==> images/metal_stack.png <==
(12 px per µm) Only two layers are drawn.
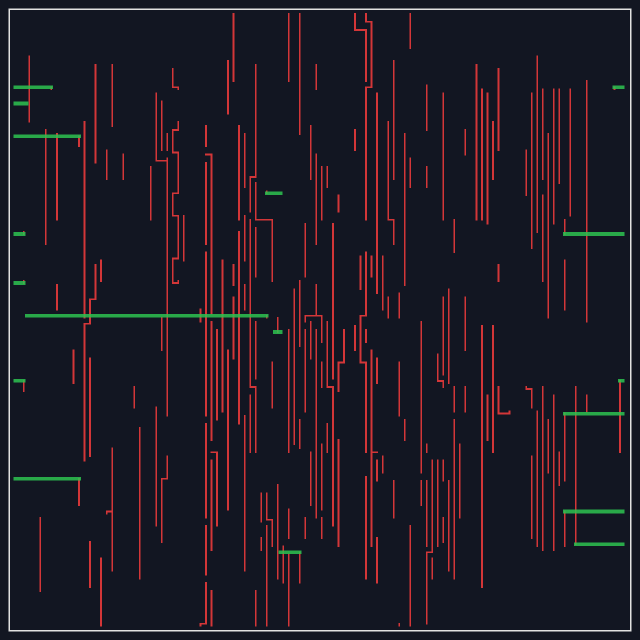
==> images/clock_map.png <==
(12 px per µm)
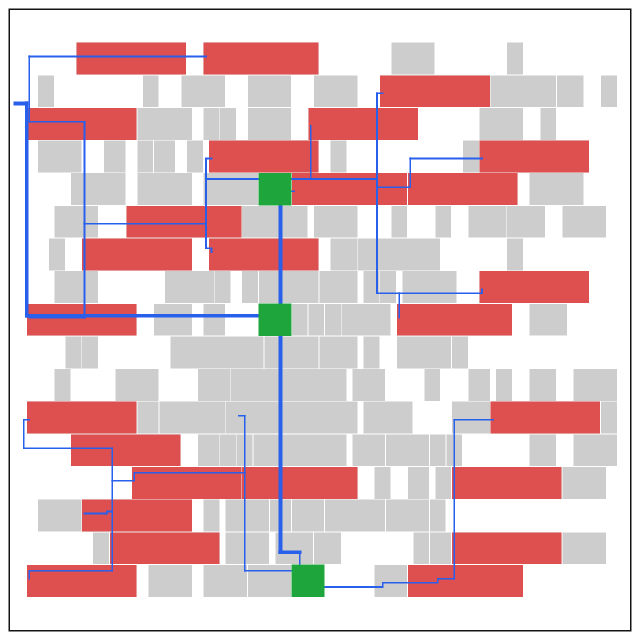
==> images/final_congestion.png <==
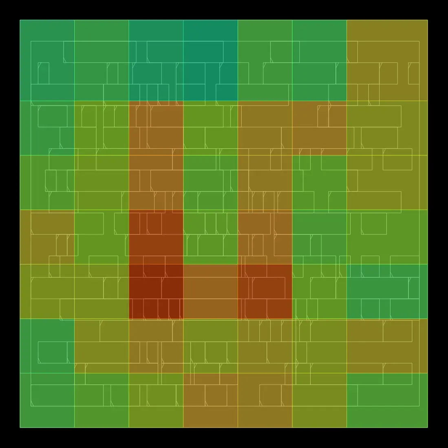
==> images/density.png <==
(6 px per µm) The die is cut into 10 by 10 equal tiles; white is low, dark blue is high, 0 to 100% covered.
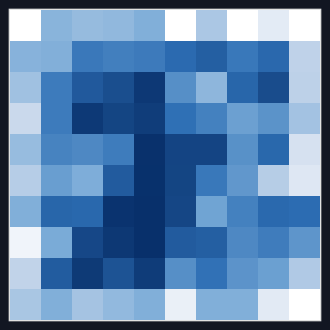
==> images/pdn.png <==
(10 px per µm) Pins as bars on the die edge.
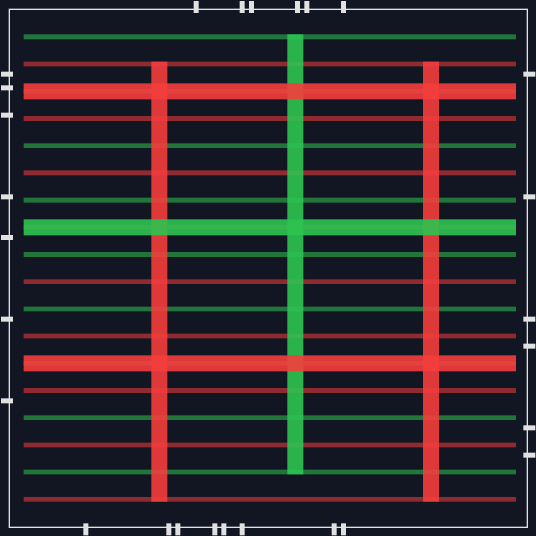
File: src/rtl/frogger_game_pkg.sv
// frogger_game_pkg: shared state codes, event priority and default constants.
// Latency: n/a (declarations only).
// Backpressure: n/a.
package frogger_game_pkg;

  // State codes are also shown on the display, so the values are fixed.
  typedef enum logic [2:0] {
    ST_IDLE  = 3'd0,
    ST_LOAD  = 3'd1,
    ST_PLAY  = 3'd2,
    ST_DEAD  = 3'd3,
    ST_NEST  = 3'd4,
    ST_LEVEL = 3'd5,
    ST_OVER  = 3'd6,
    ST_WIN   = 3'd7
  } state_t;

  // PLAY-state event, listed in priority order: lose beats winLevel beats nest.
  typedef enum logic [1:0] {
    EVT_NONE = 2'd0,
    EVT_LOSE = 2'd1,
    EVT_WIN  = 2'd2,
    EVT_NEST = 2'd3
  } evt_t;

  localparam int DEFAULT_BASE_SPEED  = 200;
  localparam int DEFAULT_SPEED_STEP  = 40;
  localparam int DEFAULT_MIN_SPEED   = 40;
  localparam int DEFAULT_DWELL_TICKS = 8;

  // Prescaler reload for a level, evaluated at 9 bits signed and floored.
  function automatic logic [7:0] speed_for_level(input int lvl, input int base,
                                                 input int step, input int floor_v);
    logic signed [8:0] s;
    s = 9'(base - lvl * step);
    if (s < $signed(9'(floor_v)))
      return 8'(floor_v);
    return 8'(s);
  endfunction

endpackage

File: src/rtl/frogger_game_if.sv
// frogger_game_if: comparator flags in, register/prescaler controls out.
// Latency: n/a (wiring only).
// Backpressure: none; flags are levels, controls are pulses/levels.
// master = sequencer side, slave = datapath side.
interface frogger_game_if #(
  parameter int LEVEL_W = 2,
  parameter int LIVES_W = 2
);
  logic               GAMESEQ_start_InLow;
  logic               GAMESEQ_tick_InHigh;
  logic               GAMESEQ_lose_InHigh;
  logic               GAMESEQ_winLevel_InHigh;
  logic               GAMESEQ_nest_InHigh;
  logic               GAMESEQ_clearBack_OutHigh;
  logic               GAMESEQ_clearPoint_OutHigh;
  logic               GAMESEQ_run_OutHigh;
  logic [LEVEL_W-1:0] GAMESEQ_level_Out;
  logic [LIVES_W-1:0] GAMESEQ_lives_Out;
  logic [7:0]         GAMESEQ_speed_Out;
  logic [2:0]         GAMESEQ_state_Out;
  logic               GAMESEQ_gameOver_OutHigh;
  logic               GAMESEQ_gameWin_OutHigh;

  modport master (
    input  GAMESEQ_start_InLow, GAMESEQ_tick_InHigh, GAMESEQ_lose_InHigh,
           GAMESEQ_winLevel_InHigh, GAMESEQ_nest_InHigh,
    output GAMESEQ_clearBack_OutHigh, GAMESEQ_clearPoint_OutHigh, GAMESEQ_run_OutHigh,
           GAMESEQ_level_Out, GAMESEQ_lives_Out, GAMESEQ_speed_Out, GAMESEQ_state_Out,
           GAMESEQ_gameOver_OutHigh, GAMESEQ_gameWin_OutHigh
  );

  modport slave (
    output GAMESEQ_start_InLow, GAMESEQ_tick_InHigh, GAMESEQ_lose_InHigh,
           GAMESEQ_winLevel_InHigh, GAMESEQ_nest_InHigh,
    input  GAMESEQ_clearBack_OutHigh, GAMESEQ_clearPoint_OutHigh, GAMESEQ_run_OutHigh,
           GAMESEQ_level_Out, GAMESEQ_lives_Out, GAMESEQ_speed_Out, GAMESEQ_state_Out,
           GAMESEQ_gameOver_OutHigh, GAMESEQ_gameWin_OutHigh
  );
endinterface

File: src/rtl/frogger_game_sequencer_dwell.sv
// frogger_dwell_timer: counts tick pulses while not held in clear.
// Latency: done is combinational on the DWELL_TICKS-th counted tick.
// Backpressure: none; ticks during clear are dropped.
// Ports: clk, rst_n (async low), clear, tick in; done out.
module frogger_dwell_timer
  import frogger_game_pkg::*;
#(
  parameter int DWELL_TICKS = DEFAULT_DWELL_TICKS
) (
  input  logic clk,
  input  logic rst_n,
  input  logic clear,
  input  logic tick,
  output logic done
);
  localparam int CNT_W = $clog2(DWELL_TICKS + 1);

  logic [CNT_W-1:0] count_q;

  always_ff @(posedge clk or negedge rst_n) begin
    if (!rst_n)
      count_q <= '0;
    else if (clear)
      count_q <= '0;
    else if (tick)
      count_q <= count_q + CNT_W'(1);
  end

  assign done = tick && !clear && (count_q == CNT_W'(DWELL_TICKS - 1));

endmodule

File: src/rtl/frogger_game_sequencer.sv
// frogger_game_sequencer: Frogger game FSM driving register clears, run, level/lives/speed.
// Latency: all outputs registered; an input event shows on outputs 1 cycle later, speed 1 more.
// Backpressure: none; flags are edge-detected, repeats while held are ignored.
// Ports: GAMESEQ_CLOCK_50, GAMESEQ_RESET_InLow (async low), gs (frogger_game_if.master).
// Build option: GAMESEQ_BONUS_LIFE_EN adds a life (up to MAX_LIVES) on every level-up.
module frogger_game_sequencer
  import frogger_game_pkg::*;
#(
  parameter int NUM_LEVELS  = 4,
  parameter int LEVEL_W     = 2,
  parameter int START_LIVES = 3,
  parameter int MAX_LIVES   = 3,
  parameter int LIVES_W     = 2,
  parameter int DWELL_TICKS = DEFAULT_DWELL_TICKS,
  parameter int BASE_SPEED  = DEFAULT_BASE_SPEED,
  parameter int SPEED_STEP  = DEFAULT_SPEED_STEP,
  parameter int MIN_SPEED   = DEFAULT_MIN_SPEED
) (
  input  logic GAMESEQ_CLOCK_50,
  input  logic GAMESEQ_RESET_InLow,
  frogger_game_if.master gs
);
  // Starting lives never exceed the ceiling.
  localparam int LIVES_INIT = (START_LIVES > MAX_LIVES) ? MAX_LIVES : START_LIVES;

  state_t             state_q, state_d;
  logic [LEVEL_W-1:0] level_q, level_d;
  logic [LIVES_W-1:0] lives_q, lives_d;
  logic [7:0]         speed_q;
  logic               clear_back_q, clear_back_d;
  logic               clear_point_q, clear_point_d;
  logic               run_q, over_q, win_q;
  logic               start_prev_q, lose_prev_q, win_prev_q, nest_prev_q;
  logic               dwell_armed_q;
  logic               start_ev, lose_ev, win_ev, nest_ev;
  logic               in_dwell, dwell_clear, dwell_done;
  evt_t               play_evt;

  assign start_ev = start_prev_q && !gs.GAMESEQ_start_InLow;
  assign lose_ev  = gs.GAMESEQ_lose_InHigh && !lose_prev_q;
  assign win_ev   = gs.GAMESEQ_winLevel_InHigh && !win_prev_q;
  assign nest_ev  = gs.GAMESEQ_nest_InHigh && !nest_prev_q;

  always_comb begin
    play_evt = EVT_NONE;
    if (lose_ev)     play_evt = EVT_LOSE;
    else if (win_ev) play_evt = EVT_WIN;
    else if (nest_ev) play_evt = EVT_NEST;
  end

  // The timer is held clear outside the dwell states and on the entry cycle,
  // so a tick coincident with entry is not counted.
  assign in_dwell    = (state_q == ST_DEAD) || (state_q == ST_LEVEL);
  assign dwell_clear = !(in_dwell && dwell_armed_q);

  frogger_dwell_timer #(.DWELL_TICKS(DWELL_TICKS)) u_dwell (
    .clk   (GAMESEQ_CLOCK_50),
    .rst_n (GAMESEQ_RESET_InLow),
    .clear (dwell_clear),
    .tick  (gs.GAMESEQ_tick_InHigh),
    .done  (dwell_done)
  );

  always_comb begin
    state_d       = state_q;
    level_d       = level_q;
    lives_d       = lives_q;
    clear_back_d  = 1'b0;
    clear_point_d = 1'b0;
    case (state_q)
      ST_IDLE, ST_OVER, ST_WIN: begin
        if (start_ev) begin
          state_d = ST_LOAD;
          level_d = '0;
          lives_d = LIVES_W'(LIVES_INIT);
        end
      end
      ST_LOAD: state_d = ST_PLAY;
      ST_PLAY: begin
        case (play_evt)
          EVT_LOSE: begin
            state_d = ST_DEAD;
            lives_d = (lives_q == '0) ? '0 : lives_q - LIVES_W'(1);
          end
          EVT_WIN:  state_d = ST_LEVEL;
          EVT_NEST: state_d = ST_NEST;
          default:  state_d = ST_PLAY;
        endcase
      end
      ST_NEST: state_d = ST_PLAY;
      ST_DEAD: begin
        if (dwell_done) begin
          if (lives_q == '0) begin
            state_d = ST_OVER;
          end else begin
            state_d       = ST_PLAY;
            clear_point_d = 1'b1;
          end
        end
      end
      ST_LEVEL: begin
        if (dwell_done) begin
          if (level_q == LEVEL_W'(NUM_LEVELS - 1)) begin
            state_d = ST_WIN;
          end else begin
            state_d = ST_LOAD;
            level_d = level_q + LEVEL_W'(1);
`ifdef GAMESEQ_BONUS_LIFE_EN
            lives_d = (lives_q >= LIVES_W'(MAX_LIVES)) ? LIVES_W'(MAX_LIVES)
                                                       : lives_q + LIVES_W'(1);
`endif
          end
        end
      end
      default: state_d = ST_IDLE;
    endcase
    // Pulses are registered, so they line up with the state they belong to.
    if (state_d == ST_LOAD) begin
      clear_back_d  = 1'b1;
      clear_point_d = 1'b1;
    end
    if (state_d == ST_NEST)
      clear_point_d = 1'b1;
  end

  always_ff @(posedge GAMESEQ_CLOCK_50 or negedge GAMESEQ_RESET_InLow) begin
    if (!GAMESEQ_RESET_InLow) begin
      state_q       <= ST_IDLE;
      level_q       <= '0;
      lives_q       <= LIVES_W'(LIVES_INIT);
      speed_q       <= 8'(BASE_SPEED);
      clear_back_q  <= 1'b0;
      clear_point_q <= 1'b0;
      run_q         <= 1'b0;
      over_q        <= 1'b0;
      win_q         <= 1'b0;
      start_prev_q  <= 1'b1;
      lose_prev_q   <= 1'b0;
      win_prev_q    <= 1'b0;
      nest_prev_q   <= 1'b0;
      dwell_armed_q <= 1'b0;
    end else begin
      state_q       <= state_d;
      level_q       <= level_d;
      lives_q       <= lives_d;
      // Follows the registered level, so it trails a level change by one cycle.
      speed_q       <= speed_for_level(int'(level_q), BASE_SPEED, SPEED_STEP, MIN_SPEED);
      clear_back_q  <= clear_back_d;
      clear_point_q <= clear_point_d;
      run_q         <= (state_d == ST_PLAY);
      over_q        <= (state_d == ST_OVER);
      win_q         <= (state_d == ST_WIN);
      start_prev_q  <= gs.GAMESEQ_start_InLow;
      lose_prev_q   <= gs.GAMESEQ_lose_InHigh;
      win_prev_q    <= gs.GAMESEQ_winLevel_InHigh;
      nest_prev_q   <= gs.GAMESEQ_nest_InHigh;
      dwell_armed_q <= in_dwell;
    end
  end

  assign gs.GAMESEQ_clearBack_OutHigh  = clear_back_q;
  assign gs.GAMESEQ_clearPoint_OutHigh = clear_point_q;
  assign gs.GAMESEQ_run_OutHigh        = run_q;
  assign gs.GAMESEQ_level_Out          = level_q;
  assign gs.GAMESEQ_lives_Out          = lives_q;
  assign gs.GAMESEQ_speed_Out          = speed_q;
  assign gs.GAMESEQ_state_Out          = state_q;
  assign gs.GAMESEQ_gameOver_OutHigh   = over_q;
  assign gs.GAMESEQ_gameWin_OutHigh    = win_q;

endmodule
File: src/flat_wrapper.sv
// flat-port wrapper written by rule: the top's interface ports become plain ports
module frogger_game_sequencer_flat import frogger_game_pkg::*;
#(
  parameter int NUM_LEVELS  = 4,
  parameter int LEVEL_W     = 2,
  parameter int START_LIVES = 3,
  parameter int MAX_LIVES   = 3,
  parameter int LIVES_W     = 2,
  parameter int DWELL_TICKS = DEFAULT_DWELL_TICKS,
  parameter int BASE_SPEED  = DEFAULT_BASE_SPEED,
  parameter int SPEED_STEP  = DEFAULT_SPEED_STEP,
  parameter int MIN_SPEED   = DEFAULT_MIN_SPEED
)
  (GAMESEQ_CLOCK_50, GAMESEQ_RESET_InLow, gs_GAMESEQ_start_InLow, gs_GAMESEQ_tick_InHigh, gs_GAMESEQ_lose_InHigh, gs_GAMESEQ_winLevel_InHigh, gs_GAMESEQ_nest_InHigh, gs_GAMESEQ_clearBack_OutHigh, gs_GAMESEQ_clearPoint_OutHigh, gs_GAMESEQ_run_OutHigh, gs_GAMESEQ_level_Out, gs_GAMESEQ_lives_Out, gs_GAMESEQ_speed_Out, gs_GAMESEQ_state_Out, gs_GAMESEQ_gameOver_OutHigh, gs_GAMESEQ_gameWin_OutHigh);
  frogger_game_if #(.LEVEL_W(LEVEL_W), .LIVES_W(LIVES_W)) gs_i ();
  input  logic GAMESEQ_CLOCK_50;
  input  logic GAMESEQ_RESET_InLow;
  input wire logic [$bits(gs_i.GAMESEQ_start_InLow)-1:0] gs_GAMESEQ_start_InLow;
  input wire logic [$bits(gs_i.GAMESEQ_tick_InHigh)-1:0] gs_GAMESEQ_tick_InHigh;
  input wire logic [$bits(gs_i.GAMESEQ_lose_InHigh)-1:0] gs_GAMESEQ_lose_InHigh;
  input wire logic [$bits(gs_i.GAMESEQ_winLevel_InHigh)-1:0] gs_GAMESEQ_winLevel_InHigh;
  input wire logic [$bits(gs_i.GAMESEQ_nest_InHigh)-1:0] gs_GAMESEQ_nest_InHigh;
  output wire logic [$bits(gs_i.GAMESEQ_clearBack_OutHigh)-1:0] gs_GAMESEQ_clearBack_OutHigh;
  output wire logic [$bits(gs_i.GAMESEQ_clearPoint_OutHigh)-1:0] gs_GAMESEQ_clearPoint_OutHigh;
  output wire logic [$bits(gs_i.GAMESEQ_run_OutHigh)-1:0] gs_GAMESEQ_run_OutHigh;
  output wire logic [$bits(gs_i.GAMESEQ_level_Out)-1:0] gs_GAMESEQ_level_Out;
  output wire logic [$bits(gs_i.GAMESEQ_lives_Out)-1:0] gs_GAMESEQ_lives_Out;
  output wire logic [$bits(gs_i.GAMESEQ_speed_Out)-1:0] gs_GAMESEQ_speed_Out;
  output wire logic [$bits(gs_i.GAMESEQ_state_Out)-1:0] gs_GAMESEQ_state_Out;
  output wire logic [$bits(gs_i.GAMESEQ_gameOver_OutHigh)-1:0] gs_GAMESEQ_gameOver_OutHigh;
  output wire logic [$bits(gs_i.GAMESEQ_gameWin_OutHigh)-1:0] gs_GAMESEQ_gameWin_OutHigh;
  assign gs_i.GAMESEQ_start_InLow = gs_GAMESEQ_start_InLow;
  assign gs_i.GAMESEQ_tick_InHigh = gs_GAMESEQ_tick_InHigh;
  assign gs_i.GAMESEQ_lose_InHigh = gs_GAMESEQ_lose_InHigh;
  assign gs_i.GAMESEQ_winLevel_InHigh = gs_GAMESEQ_winLevel_InHigh;
  assign gs_i.GAMESEQ_nest_InHigh = gs_GAMESEQ_nest_InHigh;
  assign gs_GAMESEQ_clearBack_OutHigh = gs_i.GAMESEQ_clearBack_OutHigh;
  assign gs_GAMESEQ_clearPoint_OutHigh = gs_i.GAMESEQ_clearPoint_OutHigh;
  assign gs_GAMESEQ_run_OutHigh = gs_i.GAMESEQ_run_OutHigh;
  assign gs_GAMESEQ_level_Out = gs_i.GAMESEQ_level_Out;
  assign gs_GAMESEQ_lives_Out = gs_i.GAMESEQ_lives_Out;
  assign gs_GAMESEQ_speed_Out = gs_i.GAMESEQ_speed_Out;
  assign gs_GAMESEQ_state_Out = gs_i.GAMESEQ_state_Out;
  assign gs_GAMESEQ_gameOver_OutHigh = gs_i.GAMESEQ_gameOver_OutHigh;
  assign gs_GAMESEQ_gameWin_OutHigh = gs_i.GAMESEQ_gameWin_OutHigh;
  frogger_game_sequencer #(.NUM_LEVELS(NUM_LEVELS), .LEVEL_W(LEVEL_W), .START_LIVES(START_LIVES), .MAX_LIVES(MAX_LIVES), .LIVES_W(LIVES_W), .DWELL_TICKS(DWELL_TICKS), .BASE_SPEED(BASE_SPEED), .SPEED_STEP(SPEED_STEP), .MIN_SPEED(MIN_SPEED)) u_core (.GAMESEQ_CLOCK_50(GAMESEQ_CLOCK_50), .GAMESEQ_RESET_InLow(GAMESEQ_RESET_InLow), .gs(gs_i));
endmodule
File: config.mk
export PLATFORM = sky130hd
export DESIGN_NAME = frogger_game_sequencer_flat
export DESIGN_NICKNAME = d
export VERILOG_FILES = /design/src/rtl/frogger_game_pkg.sv /design/src/rtl/frogger_game_if.sv /design/src/rtl/frogger_game_sequencer_dwell.sv /design/src/rtl/frogger_game_sequencer.sv /design/src/flat_wrapper.sv
export SDC_FILE = /design/constraint.sdc
export NUM_CORES = 1
export LEC_CHECK = 0
export CORE_UTILIZATION = 54
export DETAILED_ROUTE_END_ITERATION = 6
export PLACE_DENSITY_LB_ADDON = 0.25
export SYNTH_ARGS = -nofsm -noshare
export SYNTH_HDL_FRONTEND = slang
export SYNTH_SLANG_ARGS = --single-unit
File: constraint.sdc
create_clock -name GAMESEQ_CLOCK_50 -period 3.7 [get_ports GAMESEQ_CLOCK_50]
set_input_delay 0.555 -clock GAMESEQ_CLOCK_50 [delete_from_list [all_inputs] [get_ports GAMESEQ_CLOCK_50]]
set_output_delay 0.555 -clock GAMESEQ_CLOCK_50 [all_outputs]
set_load 0.02 [all_outputs]
==> run_results.csv <==
group,metric,value,unit
outcome,status,"finished clean",
synthesis,yosysWarnings,0,
timing,final.setup.tns,0,ns
timing,period_minus_slack,2.59,ns
final_layout,fill_cells,166,
cts,postCtsSetupBuffers,0,
setup_path,cp.arrival,2.82,ns
synthesis,yosysTopAreaCell,"dfrtp_1",
setup_path,critical_path_class,"in2reg",
final_layout,largestClassByArea,"flip-flops and latches",
synthesis,synth_flops,26,
floorplan,core,2280,µm²
final_layout,drive_gt1_share,16.8,%
min_path,worstHoldStart,"u_core.gs.GAMESEQ_lives_Out[1]$_DFFE_PN1P_",
setup_path,cp_max_fo,4,
final_layout,buffers_excl_clock,24,
cts,clockBufferDepth,2,
route,drt-pass1-iter-count,2,
final_layout,seq_area,658,µm²
placement,port_buffers,23,
final_layout,finalInstanceArea,1610,µm²
setup_path,max_stage_delay,0.48,ns
setup_path,end_kind,"flip-flop",
pwr,ir_drop,0.000593,V
pwr,p_comb,0.000449,W
synthesis,top_logic_kind,"simple AND/OR/NAND/NOR gates",
cts,ctsHoldBuffers,0,
cts,htreeDepth,1,
final_layout,stdcell_count,171,
min_path,hold_end,"u_core.gs.GAMESEQ_lives_Out[1]$_DFFE_PN1P_",
pwr,p_int,0.000660,W
About metal_stack.png:
met2 -> red  # wire length 1,230 µm
met3 -> green  # wire length 58.9 µm
routed len/inst: 14.1 µm
total track usage: 21.8%
Via Count: 893
DRT Wirelength: 2.42 mm

About clock_map.png:
clock wires -> blue  # length 289 µm
flip-flops -> red  # count 26
cells driving clock nets -> green  # count 3
routed clock nets = 4
flops lie = spread over the die
worst-skew pair later-pin latency: 0.33 ns
Clock Power: 0.000193 W

About final_congestion.png:
met1 usage: 27.8%
GR peak layer: met2
M3 GR Usage: 2.92%
met2 Use GR: 35.7%

About density.png:
tiles over 75% full = 34%
fullest tile = 100%
densest ninth of the die = center
mean over tiles = 59%

About pdn.png:
VDD -> green
VSS -> red
met5 straps = 3
rows = 17
met1 rails = 18
met4 straps = 3

No activity file was given, so power comes from the tool's default toggle rates.
